`src/rtl/pipeline_hazard_ctrl_if.sv`:
```
// Signal bundle between a 5-stage pipeline datapath and its hazard controller.
// The pipeline side drives decode/EX/MEM status; the controller returns stage enables and bubbles.
interface pipeline_hazard_ctrl_if;
  // Data-memory handshake: mem_req is held high for every cycle a load/store
  // occupies MEM and has not completed; the access completes on the first
  // cycle where mem_req and mem_ack are both high, and mem_req may drop after that.
  logic [4:0] id_rs;
  logic [4:0] id_rt;
  logic       id_uses_rt;
  logic       id_jump;
  logic       ex_memread;
  logic [4:0] ex_rt;
  logic       mem_branch_taken;
  logic       mem_access;
  logic       mem_ack;

  logic       pc_write;
  logic       ifid_write;
  logic       ifid_flush;
  logic       idex_bubble;
  logic       exmem_bubble;
  logic       pipe_hold;
  logic       mem_req;

  modport master (
    output id_rs, id_rt, id_uses_rt, id_jump, ex_memread, ex_rt,
           mem_branch_taken, mem_access, mem_ack,
    input  pc_write, ifid_write, ifid_flush, idex_bubble, exmem_bubble,
           pipe_hold, mem_req
  );

  modport slave (
    input  id_rs, id_rt, id_uses_rt, id_jump, ex_memread, ex_rt,
           mem_branch_taken, mem_access, mem_ack,
    output pc_write, ifid_write, ifid_flush, idex_bubble, exmem_bubble,
           pipe_hold, mem_req
  );
endinterface

```
`src/rtl/pipeline_hazard_ctrl.sv`:
```
// Hazard controller: memory-wait hold with timeout, branch/jump flush, load-use stall,
// plus saturating stall/flush performance counters.
module pipeline_hazard_ctrl #(
    parameter int TIMEOUT = 255,
    parameter int CNT_W   = 16
) (
    input  logic                 clk,
    input  logic                 rst_n,
    pipeline_hazard_ctrl_if.slave hz,
    output logic                 err,
    output logic [CNT_W-1:0]     stall_cnt,
    output logic [CNT_W-1:0]     flush_cnt,
    output logic [1:0]           dbg_state
);

    localparam int WAIT_W = (TIMEOUT < 2) ? 1 : $clog2(TIMEOUT + 1);
    localparam logic [WAIT_W-1:0] WAIT_LIMIT = WAIT_W'(TIMEOUT);
    localparam logic [WAIT_W-1:0] WAIT_ONE   = WAIT_W'(1);

    typedef enum logic [1:0] {
        RUN       = 2'b00,
        MEMW      = 2'b01,
        ERR       = 2'b10,
        ERR_ALIAS = 2'b11
    } state_t;

    state_t            state_q, state_nxt;
    logic [WAIT_W-1:0] wait_q, wait_nxt;
    logic              err_q, err_set;

    logic load_use;
    logic pc_write_c, ifid_write_c, ifid_flush_c;
    logic idex_bubble_c, exmem_bubble_c, pipe_hold_c, mem_req_c;
    logic eval_pipe;

    // Only a real load into a non-zero register can create a RAW hazard on the next instruction.
    assign load_use = hz.ex_memread && (hz.ex_rt != 5'd0) &&
                      ((hz.ex_rt == hz.id_rs) || (hz.id_uses_rt && (hz.ex_rt == hz.id_rt)));

    always_comb begin
        state_nxt      = state_q;
        wait_nxt       = wait_q;
        err_set        = 1'b0;
        eval_pipe      = 1'b0;
        pc_write_c     = 1'b0;
        ifid_write_c   = 1'b0;
        ifid_flush_c   = 1'b0;
        idex_bubble_c  = 1'b0;
        exmem_bubble_c = 1'b0;
        pipe_hold_c    = 1'b0;
        mem_req_c      = 1'b0;

        case (state_q)
            RUN: begin
                if (hz.mem_access) begin
                    mem_req_c = 1'b1;
                    if (!hz.mem_ack) begin
                        pipe_hold_c = 1'b1;
                        state_nxt   = MEMW;
                        wait_nxt    = WAIT_ONE;
                    end else begin
                        eval_pipe = 1'b1;
                    end
                end else begin
                    eval_pipe = 1'b1;
                end
            end
            MEMW: begin
                mem_req_c = 1'b1;
                if (hz.mem_ack) begin
                    // A late ack, even on the timeout cycle, releases the pipeline normally.
                    eval_pipe = 1'b1;
                    state_nxt = RUN;
                    wait_nxt  = '0;
                end else if (wait_q == WAIT_LIMIT) begin
                    pipe_hold_c = 1'b1;
                    state_nxt   = ERR;
                    err_set     = 1'b1;
                end else begin
                    pipe_hold_c = 1'b1;
                    wait_nxt    = wait_q + WAIT_ONE;
                end
            end
            default: begin
                // ERR and the unused encoding both freeze the machine until reset.
                pipe_hold_c = 1'b1;
                state_nxt   = ERR;
                err_set     = 1'b1;
            end
        endcase

        if (eval_pipe) begin
            if (hz.mem_branch_taken) begin
                pc_write_c     = 1'b1;
                ifid_write_c   = 1'b1;
                ifid_flush_c   = 1'b1;
                idex_bubble_c  = 1'b1;
                exmem_bubble_c = 1'b1;
            end else if (hz.id_jump) begin
                pc_write_c   = 1'b1;
                ifid_write_c = 1'b1;
                ifid_flush_c = 1'b1;
            end else if (load_use) begin
                idex_bubble_c = 1'b1;
            end else begin
                pc_write_c   = 1'b1;
                ifid_write_c = 1'b1;
            end
        end

        // Outputs are forced low for the whole time reset is asserted, independent of clk.
        if (!rst_n) begin
            pc_write_c     = 1'b0;
            ifid_write_c   = 1'b0;
            ifid_flush_c   = 1'b0;
            idex_bubble_c  = 1'b0;
            exmem_bubble_c = 1'b0;
            pipe_hold_c    = 1'b0;
            mem_req_c      = 1'b0;
        end
    end

    always_ff @(posedge clk or negedge rst_n) begin
        if (!rst_n) begin
            state_q <= RUN;
            wait_q  <= '0;
            err_q   <= 1'b0;
        end else begin
            state_q <= state_nxt;
            wait_q  <= wait_nxt;
            if (err_set) begin
                err_q <= 1'b1;
            end
        end
    end

    always_ff @(posedge clk or negedge rst_n) begin
        if (!rst_n) begin
            stall_cnt <= '0;
            flush_cnt <= '0;
        end else begin
            if (!pc_write_c && (stall_cnt != {CNT_W{1'b1}})) begin
                stall_cnt <= stall_cnt + 1'b1;
            end
            if (ifid_flush_c && (flush_cnt != {CNT_W{1'b1}})) begin
                flush_cnt <= flush_cnt + 1'b1;
            end
        end
    end

    assign hz.pc_write     = pc_write_c;
    assign hz.ifid_write   = ifid_write_c;
    assign hz.ifid_flush   = ifid_flush_c;
    assign hz.idex_bubble  = idex_bubble_c;
    assign hz.exmem_bubble = exmem_bubble_c;
    assign hz.pipe_hold    = pipe_hold_c;
    assign hz.mem_req      = mem_req_c;

    assign err       = err_q | state_q[1];
    assign dbg_state = state_q;

endmodule

```
`src/flat_wrapper.sv`:
```
// flat-port wrapper written by rule: the top's interface ports become plain ports
module pipeline_hazard_ctrl_flat 
#(
    parameter int TIMEOUT = 255,
    parameter int CNT_W   = 16
)
  (clk, rst_n, err, stall_cnt, flush_cnt, dbg_state, hz_id_rs, hz_id_rt, hz_id_uses_rt, hz_id_jump, hz_ex_memread, hz_ex_rt, hz_mem_branch_taken, hz_mem_access, hz_mem_ack, hz_pc_write, hz_ifid_write, hz_ifid_flush, hz_idex_bubble, hz_exmem_bubble, hz_pipe_hold, hz_mem_req);
  pipeline_hazard_ctrl_if hz_i ();
  input  logic clk;
  input  logic rst_n;
  output logic err;
  output logic [CNT_W-1:0] stall_cnt;
  output logic [CNT_W-1:0] flush_cnt;
  output logic [1:0] dbg_state;
  input wire logic [$bits(hz_i.id_rs)-1:0] hz_id_rs;
  input wire logic [$bits(hz_i.id_rt)-1:0] hz_id_rt;
  input wire logic [$bits(hz_i.id_uses_rt)-1:0] hz_id_uses_rt;
  input wire logic [$bits(hz_i.id_jump)-1:0] hz_id_jump;
  input wire logic [$bits(hz_i.ex_memread)-1:0] hz_ex_memread;
  input wire logic [$bits(hz_i.ex_rt)-1:0] hz_ex_rt;
  input wire logic [$bits(hz_i.mem_branch_taken)-1:0] hz_mem_branch_taken;
  input wire logic [$bits(hz_i.mem_access)-1:0] hz_mem_access;
  input wire logic [$bits(hz_i.mem_ack)-1:0] hz_mem_ack;
  output wire logic [$bits(hz_i.pc_write)-1:0] hz_pc_write;
  output wire logic [$bits(hz_i.ifid_write)-1:0] hz_ifid_write;
  output wire logic [$bits(hz_i.ifid_flush)-1:0] hz_ifid_flush;
  output wire logic [$bits(hz_i.idex_bubble)-1:0] hz_idex_bubble;
  output wire logic [$bits(hz_i.exmem_bubble)-1:0] hz_exmem_bubble;
  output wire logic [$bits(hz_i.pipe_hold)-1:0] hz_pipe_hold;
  output wire logic [$bits(hz_i.mem_req)-1:0] hz_mem_req;
  assign hz_i.id_rs = hz_id_rs;
  assign hz_i.id_rt = hz_id_rt;
  assign hz_i.id_uses_rt = hz_id_uses_rt;
  assign hz_i.id_jump = hz_id_jump;
  assign hz_i.ex_memread = hz_ex_memread;
  assign hz_i.ex_rt = hz_ex_rt;
  assign hz_i.mem_branch_taken = hz_mem_branch_taken;
  assign hz_i.mem_access = hz_mem_access;
  assign hz_i.mem_ack = hz_mem_ack;
  assign hz_pc_write = hz_i.pc_write;
  assign hz_ifid_write = hz_i.ifid_write;
  assign hz_ifid_flush = hz_i.ifid_flush;
  assign hz_idex_bubble = hz_i.idex_bubble;
  assign hz_exmem_bubble = hz_i.exmem_bubble;
  assign hz_pipe_hold = hz_i.pipe_hold;
  assign hz_mem_req = hz_i.mem_req;
  pipeline_hazard_ctrl #(.TIMEOUT(TIMEOUT), .CNT_W(CNT_W)) u_core (.clk(clk), .rst_n(rst_n), .hz(hz_i), .err(err), .stall_cnt(stall_cnt), .flush_cnt(flush_cnt), .dbg_state(dbg_state));
endmodule
```
`config.mk`:
```
export PLATFORM = sky130hd
export DESIGN_NAME = pipeline_hazard_ctrl_flat
export DESIGN_NICKNAME = d
export VERILOG_FILES = /design/src/rtl/pipeline_hazard_ctrl_if.sv /design/src/rtl/pipeline_hazard_ctrl.sv /design/src/flat_wrapper.sv
export SDC_FILE = /design/constraint.sdc
export NUM_CORES = 1
export LEC_CHECK = 0
export CORE_UTILIZATION = 45
export CTS_BUF_LIST = sky130_fd_sc_hd__clkbuf_4
export DETAILED_ROUTE_END_ITERATION = 12
export PLACE_DENSITY_LB_ADDON = 0.2
export SLEW_MARGIN = 40
export SYNTH_ARGS = -nofsm -noshare
export SYNTH_HDL_FRONTEND = slang
export SYNTH_SLANG_ARGS = --single-unit
```
`constraint.sdc`:
```
create_clock -name clk -period 2.8 [get_ports clk]
set_input_delay 0.28 -clock clk [delete_from_list [all_inputs] [get_ports clk]]
set_output_delay 0.28 -clock clk [all_outputs]
set_load 0.1 [all_outputs]
```
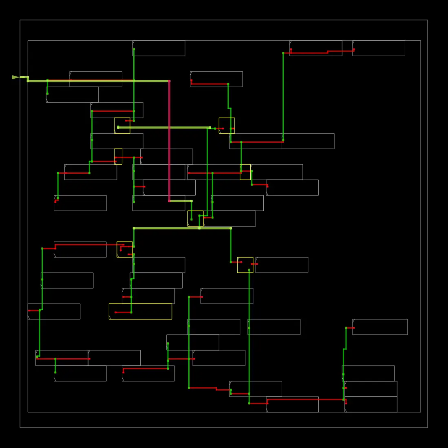
Run 1: clock nets
clk sink count: 43
final setup skew: 14.9 ps

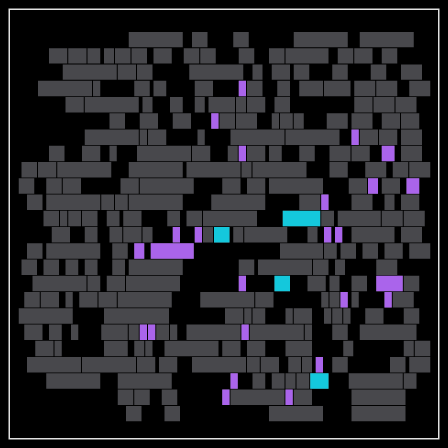
Run 1: gate families picked out
NOR gates -> purple  # cells 25
AND-OR and OR-AND gates -> cyan  # cells 4
multi-input combinational area share: 0.365
fin cells: 329
most frequent logic cell in the layout: dfrtp_1

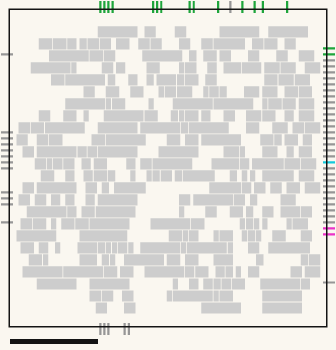
Run 1: pin placement
Scale bar: 20 um. Pins as bars across the die edge, other pins in gray.
dbg_state -> magenta  # pins 2, direction output, edge right
hz_idex_bubble -> cyan  # pins 1, direction output, edge right
flush_cnt -> green  # pins 16, direction output, edge 14 top, 2 right
all pins by edge = 33 right, 15 top, 12 left, 5 bottom

==> run summary, run 1 <==
yosys + openroad results -> outcome=finished, final reports clean, CTS clk-pin slew, worst paths=130 ps, pre-CTS setup slack=250 ps, Slew Viols, Final=0, CP required=2520 ps, Post-synth seq share=0.494, crit end category=output pin, initial antenna violation count=0, Total Wirelength=4.78 mm, Slew @ Worst Pin=602 ps, n_diodes=0, core area=4500 um^2, Slew headroom=0.598, Mapped Area=2180 um^2, DR WL/cell=14.5 um, number of synthesized flops with an enable pin=0, GRT Resource Usage Total=0.198, first-pass GRT wire length=7.95 mm, CTS buffer count=5, Largest cells by area=dfrtp_1, xnor2_1, xor2_1, I/O Buffers=64, fin worst setup slack=479 ps, Final min period=2320 ps, final setup fails=0, H-tree levels=2, ys flops=43, boundary pin count=65, Chip Area, Yosys=2180 um^2, Clock Path Buffers=2, design area=2920 um^2, Synth Warn #=0, die width=71.6 um, fraction of layout cells with a size suffix above 1=0.217, reg-to-reg endpoint=u_core.flush_cnt[10], vias per std cell=5.50, Area leader share=0.494, drt pass-1 iters=4, post-synthesis cell type count=43, CTS tree=built, Max VDD drop=289 uV, initial DRC count=71, ys async rst share=1.00, Critical Path End=hz_pc_write, Setup crit start kind=input port, Leak Pwr=1.35 nW, R2R setup slack=660 ps, placer's final routability congestion estimate=0.772, reg2reg path depth=8, Main synth FF type=dfrtp_1, Layout Nets=302, fp_density=0.484, worst setup path class=in -> out, Post-Syn Instances=205, Final Hold Vio Count=0, Post-DP HPWL=3.57 mm, CTS Hold Bufs=1, vias in the first global route=1721, # fillers=379, row count=24, area grow syn2layout=34.1%, hold crit path type=in -> async, yosys cell count=205, antenna-violating nets left=0, Critical Path AT=2040 ps, clk latency late pin=340 ps, chip height=71.6 um, Max Clock Freq=431 MHz, fin crit share=0.829, PostCTS Resize Cnt=0, Syn Area/Cell=10.6 um^2, root buf cell=clkbuf_4, Residual DRC=0, tool warning count=27, grt total ovfl=0, via count=1809, full die area=5130 um^2, Power Dens Cells=369 nW/um^2, syn nets=231, crit path from=hz_ex_rt[3], largest net degree at the start of global routing=34, RSZ-0062 raised after global routing=no, area leader, netlist=dfrtp_1, Worst Path Max Fanout=5, max_cap viols=0, Post-DP Area=2840 um^2, worst r2r src=u_core.dbg_state[0], number of post-CTS setup repair buffers=0
## run 1: worst max-delay path, stage by stage
cell and delay, ps:
clkdlybuf4s50_1 470, xor2_1 180, nor4_1 300, a32oi_1 190, o31a_4 420, buf_12 190
## run 1: per-stage QoR
| step | total power, mW | utilization | hold WS, ps | cells | setup TNS, ps |
|---|---|---|---|---|---|
| 2_1_floorplan | 0.661 | - | -15.6 | 205 | -150 |
| 3_3_place_gp | 0.716 | 0.630 | 194 | 320 | 0 |
| 3_5_place_dp | 0.717 | 0.630 | 191 | 320 | 0 |
| 4_1_cts | 1.10 | 0.649 | 333 | 329 | 0 |
| 5_1_grt | 1.12 | 0.649 | 355 | 329 | 0 |
| 6_report | 1.08 | 0.649 | 344 | 329 | 0 |
## run 1: cells in the final DEF (no fill, tap or decap), types with 5 or more instances in the layout
| cell | netlist | routed |
|---|---|---|
| dfrtp_1 | 43 | 42 |
| buf_4 | 1 | 39 |
| xnor2_1 | 24 | 24 |
| clkdlybuf4s50_1 | 0 | 21 |
| nor2_1 | 19 | 19 |
| xor2_1 | 18 | 18 |
| nand4_1 | 16 | 16 |
| nand3_1 | 13 | 13 |
| nand2_1 | 12 | 12 |
| and3_1 | 8 | 8 |
| clkbuf_4 | 0 | 5 |
| buf_12 | 0 | 5 |
## run 1: logic make-up (layout without fill, tap and decap cells)
kind of cell / count (synthesis) / count (layout) / synth area share
multiplexers: 2 / 2 / 0.0103
AND-OR/OR-AND: 24 / 24 / 0.0850
XOR/XNOR: 42 / 42 / 0.169
adder cells (fa/ha/maj): 3 / 3 / 0.0172
buffers and inverters: 8 / 80 / 0.0189
AND/OR/NAND/NOR: 83 / 83 / 0.206
flip-flops: 43 / 43 / 0.494
## run 1: Yosys cell counts (3+ instances only)
library cell,instances
dfrtp_1,43
xnor2_1,24
nor2_1,19
xor2_1,18
nand4_1,16
nand3_1,13
nand2_1,12
and3_1,8
inv_1,4
a21oi_1,3
and4_1,3
ha_1,3
o21ai_0,3
## run 1: flip-flops by register name (all words and copies together) (netlist names)
register and flops:
u_core.flush_cnt 16, u_core.dbg_state 2, u_core.stall_cnt 16, u_core.err_q 1, u_core.wait_q 8
## run 1: worst min path at each step
stage,startpoint,endpoint,depth (start not counted)
floorplan,rst_n,u_core.dbg_state[0],0
global placement,rst_n,u_core.wait_q[0],1
detailed placement,rst_n,u_core.wait_q[0],1
CTS,rst_n,u_core.wait_q[1],2
global route,rst_n,u_core.wait_q[1],2
finish,rst_n,u_core.wait_q[1],2
## run 1: area by class of cell
type | count | area, um^2 | share of cell area
clock buffer | 5 | 37.5 | 0.0128
clock inverter | 3 | 38.8 | 0.0133
inverter | 5 | 18.8 | 0.00642
multi-input combinational | 154 | 1070 | 0.365
sequential | 43 | 1080 | 0.369
tap | 52 | 65.1 | 0.0223
timing repair buffer | 67 | 618 | 0.211
## run 1: routing by layer
metal	track usage	routed length (um)	vias up
li1	-	-	875
met1	0.275	2270	873
met2	0.308	2150	59
met3	0.0591	334	2
met4	0.0458	21	0
met5	0	0	-
## run 1: report_power, final
part	switching [mW]	total [mW]	internal (mW)
sequential	0.00174	0.624	0.622
clock	0.190	0.374	0.184
combinational	0.0401	0.0811	0.0410
total	0.232	1.08	0.847
## Run 2: what changed since run 1
--- a/config.mk
+++ b/config.mk
@@ -5,7 +5,7 @@
 export SDC_FILE = /design/constraint.sdc
 export NUM_CORES = 1
 export LEC_CHECK = 0
-export CORE_UTILIZATION = 45
+export CORE_UTILIZATION = 44
 export CTS_BUF_LIST = sky130_fd_sc_hd__clkbuf_4
 export DETAILED_ROUTE_END_ITERATION = 12
 export PLACE_DENSITY_LB_ADDON = 0.2
==> constraint.sdc (replaced) <==
create_clock -name clk -period 1.9 [get_ports clk]
set_input_delay 0.19 -clock clk [delete_from_list [all_inputs] [get_ports clk]]
set_output_delay 0.19 -clock clk [all_outputs]
set_load 0.1 [all_outputs]
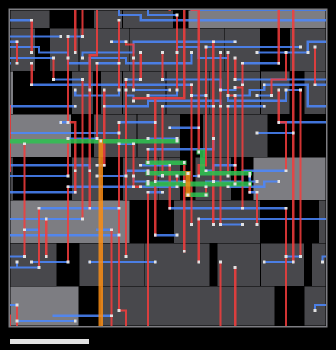
Run 2: a small window of the routed layout
Scale bar: 5 um. Region (26, 41) to (46, 61) um. Cells in gray, sequential cells in the stronger gray; small squares are vias.
met3 -> green
met2 -> red
met1 -> blue
met4 -> orange
cells with their middle in the window = 26
most frequent = buf_4 (5), nand4_1 (3), nor2_1 (3)
netlist names of flops here include = u_core.flush_cnt (1)
sequential cells in the window = 1

==> run 2 against run 1 <==
The flow now finishes with violations (hold timing, setup timing). Flip-flop count stayed put. Via count is 6.9% higher. Critical path depth is 1 higher. Combinational power is about 80% higher. Synthesized cell count stayed put. Power is 65% higher. Wire length is 9.7% higher. Register-to-register slack worse by 580 ps. Design area is 17% higher. First-iteration DRC count is 8.5% lower. Die area is 2.2% higher. Critical path type unchanged.
==> run summary, run 2 <==
yosys + openroad results -> outcome=finished with violations, failing checks=hold timing, setup timing, Syn Area/Cell=10.6 um^2, GRT Resource Usage Total=0.206, Mapped Area=2180 um^2, placer's final routability congestion estimate=0.802, Worst Path Max Fanout=3, H-tree levels=2, Area leader share=0.494, CTS clk-pin slew, worst paths=130 ps, fin cells=372, row count=25, full die area=5240 um^2, via count=1933, # fillers=372, clk latency late pin=350 ps, largest net degree at the start of global routing=47, vias in the first global route=1816, yosys cell count=205, Critical Path AT=1760 ps, most frequent logic cell in the layout=buf_4, Residual DRC=0, I/O Buffers=64, Total Wirelength=5.24 mm, tool warning count=31, antenna-violating nets left=0, Post-synth top cells=dfrtp_1, xnor2_1, nor2_1, Main synth FF type=dfrtp_1, Layout Nets=330, die width=72.4 um, WL met3=315 um, CTS tree=built, initial DRC count=65, area grow syn2layout=56.8%, worst setup path class=in -> out, Max Clock Freq=513 MHz, Yosys top cell by instances=dfrtp_1, Final Hold Vio Count=43, most numerous logic cells after layout=buf_4, dfrtp_2, xnor2_1, max_cap viols=0, Largest cells by area=dfrtp_1, xnor2_1, xor2_1, fraction of layout cells with a size suffix above 1=0.489, Post-DP HPWL=3.73 mm, Final min period=1950 ps, hold crit path type=in -> async, root buf cell=clkbuf_4, Slew Viols, Final=0, WL met2=2.46 mm, RSZ-0062 raised after global routing=yes, number of synthesized flops with an enable pin=0, core area=4750 um^2, Slew headroom=0.634, storage element area=1130 um^2, Leak Pwr=1.50 nW, CP required=1710 ps, syn nets=231, met1 wire length=2.40 mm, n_diodes=0, final setup fails=2, Setup TNS=-97.1 ps, Chip Area, Yosys=2180 um^2, boundary pin count=65, WHS=-89.7 ps, Clock Path Buffers=2, fin worst setup slack=-48.9 ps, Post-synth seq share=0.494, ys flops=43, CTS buffer count=5, area leader, netlist=dfrtp_1, Power Dens Cells=522 nW/um^2
-- run 2: layer usage --
layer  up-vias  track usage
met5         -            0
met4         0       0.0523
met3         7       0.0444
met2        67        0.336
met1       923        0.281
li1        936            -
-- run 2: cells by family after synthesis --
logic type,Yosys count,share of synthesized area
DFF,43,0.494
muxes,2,0.0103
buffers and inverters,8,0.0189
and+or+nand+nor,83,0.206
adders and majority gates,3,0.0172
AOI/OAI and AO/OA,24,0.0850
xor gates and xnor gates,42,0.169
-- run 2: where the power goes --
group	total (mW)	switching [mW]	internal, mW	leakage, nW
Combinational	0.146	0.0745	0.0710	0.925
Sequential	0.918	0.00169	0.917	0.517
Clock	0.720	0.295	0.425	0.0559
-- run 2: per-stage QoR --
step                      setup WS (ps)  hold WS [ps]  utilization  cell area, um^2  total power [mW]
after floorplan                    -437          -106            -             2360             0.977
after global placement             -475           353        0.669             3180              1.07
after detailed placement           -487           335        0.669             3180              1.08
after CTS                         -27.5         -61.1        0.703             3340              1.80
after global routing              -99.1         -43.1        0.719             3420              1.85
final                             -48.9         -89.7        0.719             3420              1.78
-- run 2: path summary, 6_finish.rpt --
kind / cells past startpoint / startpoint / slack, ps / to
worst max-delay path: 7 / hz_id_rs[4] / -50 / hz_ifid_write
worst min-delay path: 2 / rst_n / -90 / u_core.dbg_state[0]
worst max register to register: 8 / u_core.dbg_state[0] / 80 / u_core.flush_cnt[7]
worst min register to register: 1 / u_core.flush_cnt[7] / 490 / u_core.flush_cnt[7]
max in group asynchronous: 2 / rst_n / 1550 / u_core.stall_cnt[1]
min in group clk: 1 / u_core.flush_cnt[7] / 490 / u_core.flush_cnt[7]
-- run 2: cell type report --
class	count	share of cell area
Inverter	5	0.00769
Sequential cell	43	0.329
Timing Repair Buffer	94	0.248
Clock inverter	2	0.0176
Tap cell	67	0.0245
Clock buffer	6	0.0132
Multi-Input combinational cell	155	0.359
-- run 2: repair_timing --
| action | in CTS | in global routing |
|---|---|---|
| gates cloned | 0 | 1 |
| resized | 20 | 13 |
| hold endpoints to repair | 43 | 43 |
| setup buffers | 5 | 3 |
| pin swaps | 6 | 14 |
| setup endpoints to repair | 16 | 24 |
-- run 2: worst max-delay path, stage by stage --
cell             delay (ps)
clkdlybuf4s50_1         410
xor2_1                  160
nor3_2                  230
a32oi_2                 100
o31a_4                  370
buf_6                   130
buf_12                  160
## Run 3: what changed since run 2
==> constraint.sdc (replaced) <==
create_clock -name clk -period 1.9 [get_ports clk]
set_input_delay 0.19 -clock clk [delete_from_list [all_inputs] [get_ports clk]]
set_output_delay 0.19 -clock clk [all_outputs]
set_load 0.005 [all_outputs]
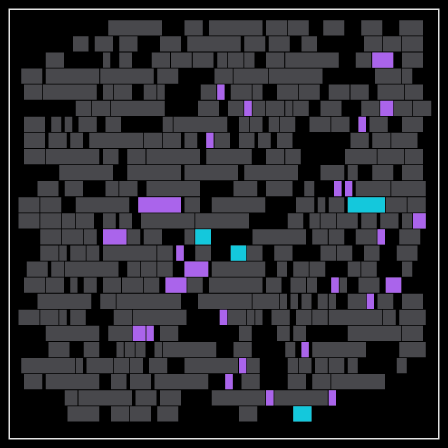
Run 3: gate families picked out
AND-OR and OR-AND gates -> cyan  # cells 4
NOR gates -> purple  # cells 26

==> run 3 against run 2 <==
Sequential power hardly changed. Maximum frequency is 6.6% higher. Synthesized cell count stayed put. Largest cell class unchanged. Critical path depth is 1 higher. Utilization is 1.7 points lower. The flow finishes with violations (hold timing). Register-to-register slack hardly changed.
==> run summary, run 3 <==
yosys + openroad results -> H-tree levels=2, Setup crit start kind=flop, XOR/XNOR Area Share=0.169, ao+oa area frac=0.0850, Post-Syn Instances=205, design area=3340 um^2, Layout Nets=340, CTS clk-pin slew, worst paths=130 ps, CTS tree=built, final total power=1.60 mW, Post-DP Area=3070 um^2, first-pass GRT wire length=8.56 mm, crit end category=flop, Post-DP HPWL=3.64 mm, post-synthesis cell type count=43, ys flops=43, Main synth FF type=dfrtp_1, final setup skew=14.9 ps, row count=25, Post-synth seq share=0.494, Residual DRC=0, Seq pwr share=0.572, Largest cells by area=dfrtp_1, xnor2_1, xor2_1, CTS buffer count=5, Setup TNS=0 ps, outcome=finished with violations, RSZ-0062 raised after global routing=yes, area leader, netlist=dfrtp_1, WHS=-9.01 ps, fin crit share=0.962, core area=4750 um^2, CP required=2140 ps, syn nets=231, Post-synth top cells=dfrtp_1, xnor2_1, nor2_1, Worst Path Max Fanout=6, Leak Pwr=1.54 nW, Mapped Area=2180 um^2, P_sw=0.350 mW, clk latency late pin=340 ps, fa+ha+maj area frac=0.0172, vias in the first global route=1904, Chip Area, Yosys=2180 um^2, Switching Fraction=0.218, DR WL/cell=14.0 um, Slew @ Worst Pin=512 ps, fraction of layout cells with a size suffix above 1=0.223, number of synthesized flops with an enable pin=0, P_int=1.26 mW, Slew headroom=0.659, initial antenna violation count=0, max_cap viols=0, antenna-violating nets left=0, initial DRC count=74, grt total ovfl=0, Critical Path AT=2070 ps, n_diodes=0, boundary pin count=65, Power Dens Cells=481 nW/um^2, via count=1958, root buf cell=clkbuf_4, area fraction in mux cells=0.0103, most numerous logic cells after layout=clkdlybuf4s50_1, dfrtp_1, buf_4, Slew Viols, Final=0, Clock power frac=0.348, worst setup path class=reg -> reg, failing checks=hold timing, fp_density=0.458, die width=72.4 um, Max Clock Freq=547 MHz, main logic family after synthesis=simple AND/OR/NAND/NOR gates, chip height=72.4 um, area grow syn2layout=53.0%, Clock Path Buffers=2, hold crit path type=in -> async, Final min period=1830 ps, final core occ=0.702, GRT Resource Usage Total=0.211, Area leader share=0.494, Final Hold Vio Count=9, biggest regs=u_core.flush_cnt: 16 flops, u_core.stall_cnt: 16 flops, u_core.wait_q: 8 flops, most frequent logic cell in the layout=clkdlybuf4s50_1, I/O Buffers=64, yosys cell count=205, ys async rst share=1.00, largest net degree at the start of global routing=24, Total Wirelength=5.34 mm, Max VDD drop=388 uV, placer's final routability congestion estimate=0.738, Yosys top cell by instances=dfrtp_1, Synth Warn #=0, tool warning count=29, full die area=5240 um^2, vias per std cell=5.14, AND/OR/NAND/NOR Cells, Area Fraction=0.206, drt pass-1 iters=4, Comb power frac=0.079, final setup fails=0, Syn Area/Cell=10.6 um^2, clk sink count=43
## run 3: cells by family after synthesis
logic type	Yosys count
flip-flops	43
buffers and inverters	8
AND-OR/OR-AND	24
XOR/XNOR	42
AND/OR/NAND/NOR	83
adder cells (fa/ha/maj)	3
multiplexers	2
## run 3: power groups by stage
stage	logic, mW	registers [mW]	clock network (mW)
5_1_grt	0.140	0.919	0.616
4_1_cts	0.129	0.919	0.578
2_1_floorplan	0.0292	0.937	0
6_report	0.127	0.919	0.559
3_5_place_dp	0.122	0.936	0
3_3_place_gp	0.121	0.936	0
## run 3: routing by layer
metal	up-vias	wire length [um]	share of wire	track usage
met1	936	2380	0.45	0.281
met2	64	2600	0.49	0.344
met4	0	54	0.010	0.0741
met5	-	0	0	0
li1	952	-	-	-
met3	6	299	0.056	0.0403
## run 3: worst max-delay path, cell delays in order, from the launching register on
cell and delay (ps):
dfrtp_1 400, o21bai_1 210, and3_4 250, o21ai_4 80, inv_2 70, nand4_1 150
a31oi_4 270, nand4_1 140, xnor2_1 150
## run 3: what timing repair did
action                     CTS  global route
resized                     25            19
pin swaps                    8            12
hold endpoints to repair    43             0
setup endpoints to repair   23            32
cloned                       1             0
setup buffers                6             8
hold buffers                 3             0
## run 3: path summary, 6_finish.rpt
| path | end | start | cells after the start | slack, ps |
|---|---|---|---|---|
| max | u_core.flush_cnt[10] | u_core.dbg_state[0] | 8 | 70 |
| max reg2reg | u_core.flush_cnt[10] | u_core.dbg_state[0] | 8 | 70 |
| min in group clk | u_core.stall_cnt[11] | u_core.stall_cnt[11] | 1 | 500 |
| min reg2reg | u_core.stall_cnt[11] | u_core.stall_cnt[11] | 1 | 500 |
| min | u_core.wait_q[6] | rst_n | 3 | -9 |
| max in group asynchronous | u_core.flush_cnt[15] | rst_n | 3 | 1480 |
## run 3: cell type report
type	instances	area, um^2
Inverter	5	18.8
Multi-Input combinational cell	155	1150
Fill cell	395	1420
Sequential cell	43	1080
Tap cell	67	83.8
Clock inverter	2	37.5
Clock buffer	5	37.5
Timing Repair Buffer	104	932
## run 3: stage by stage
stage	cells	setup WS [ps]
floorplan	205	-21.4
global placement	357	-456
detailed placement	357	-515
CTS	374	-12.4
global route	381	-87.7
finish	381	71.8
No activity file was given, so power comes from the tool's default toggle rates.
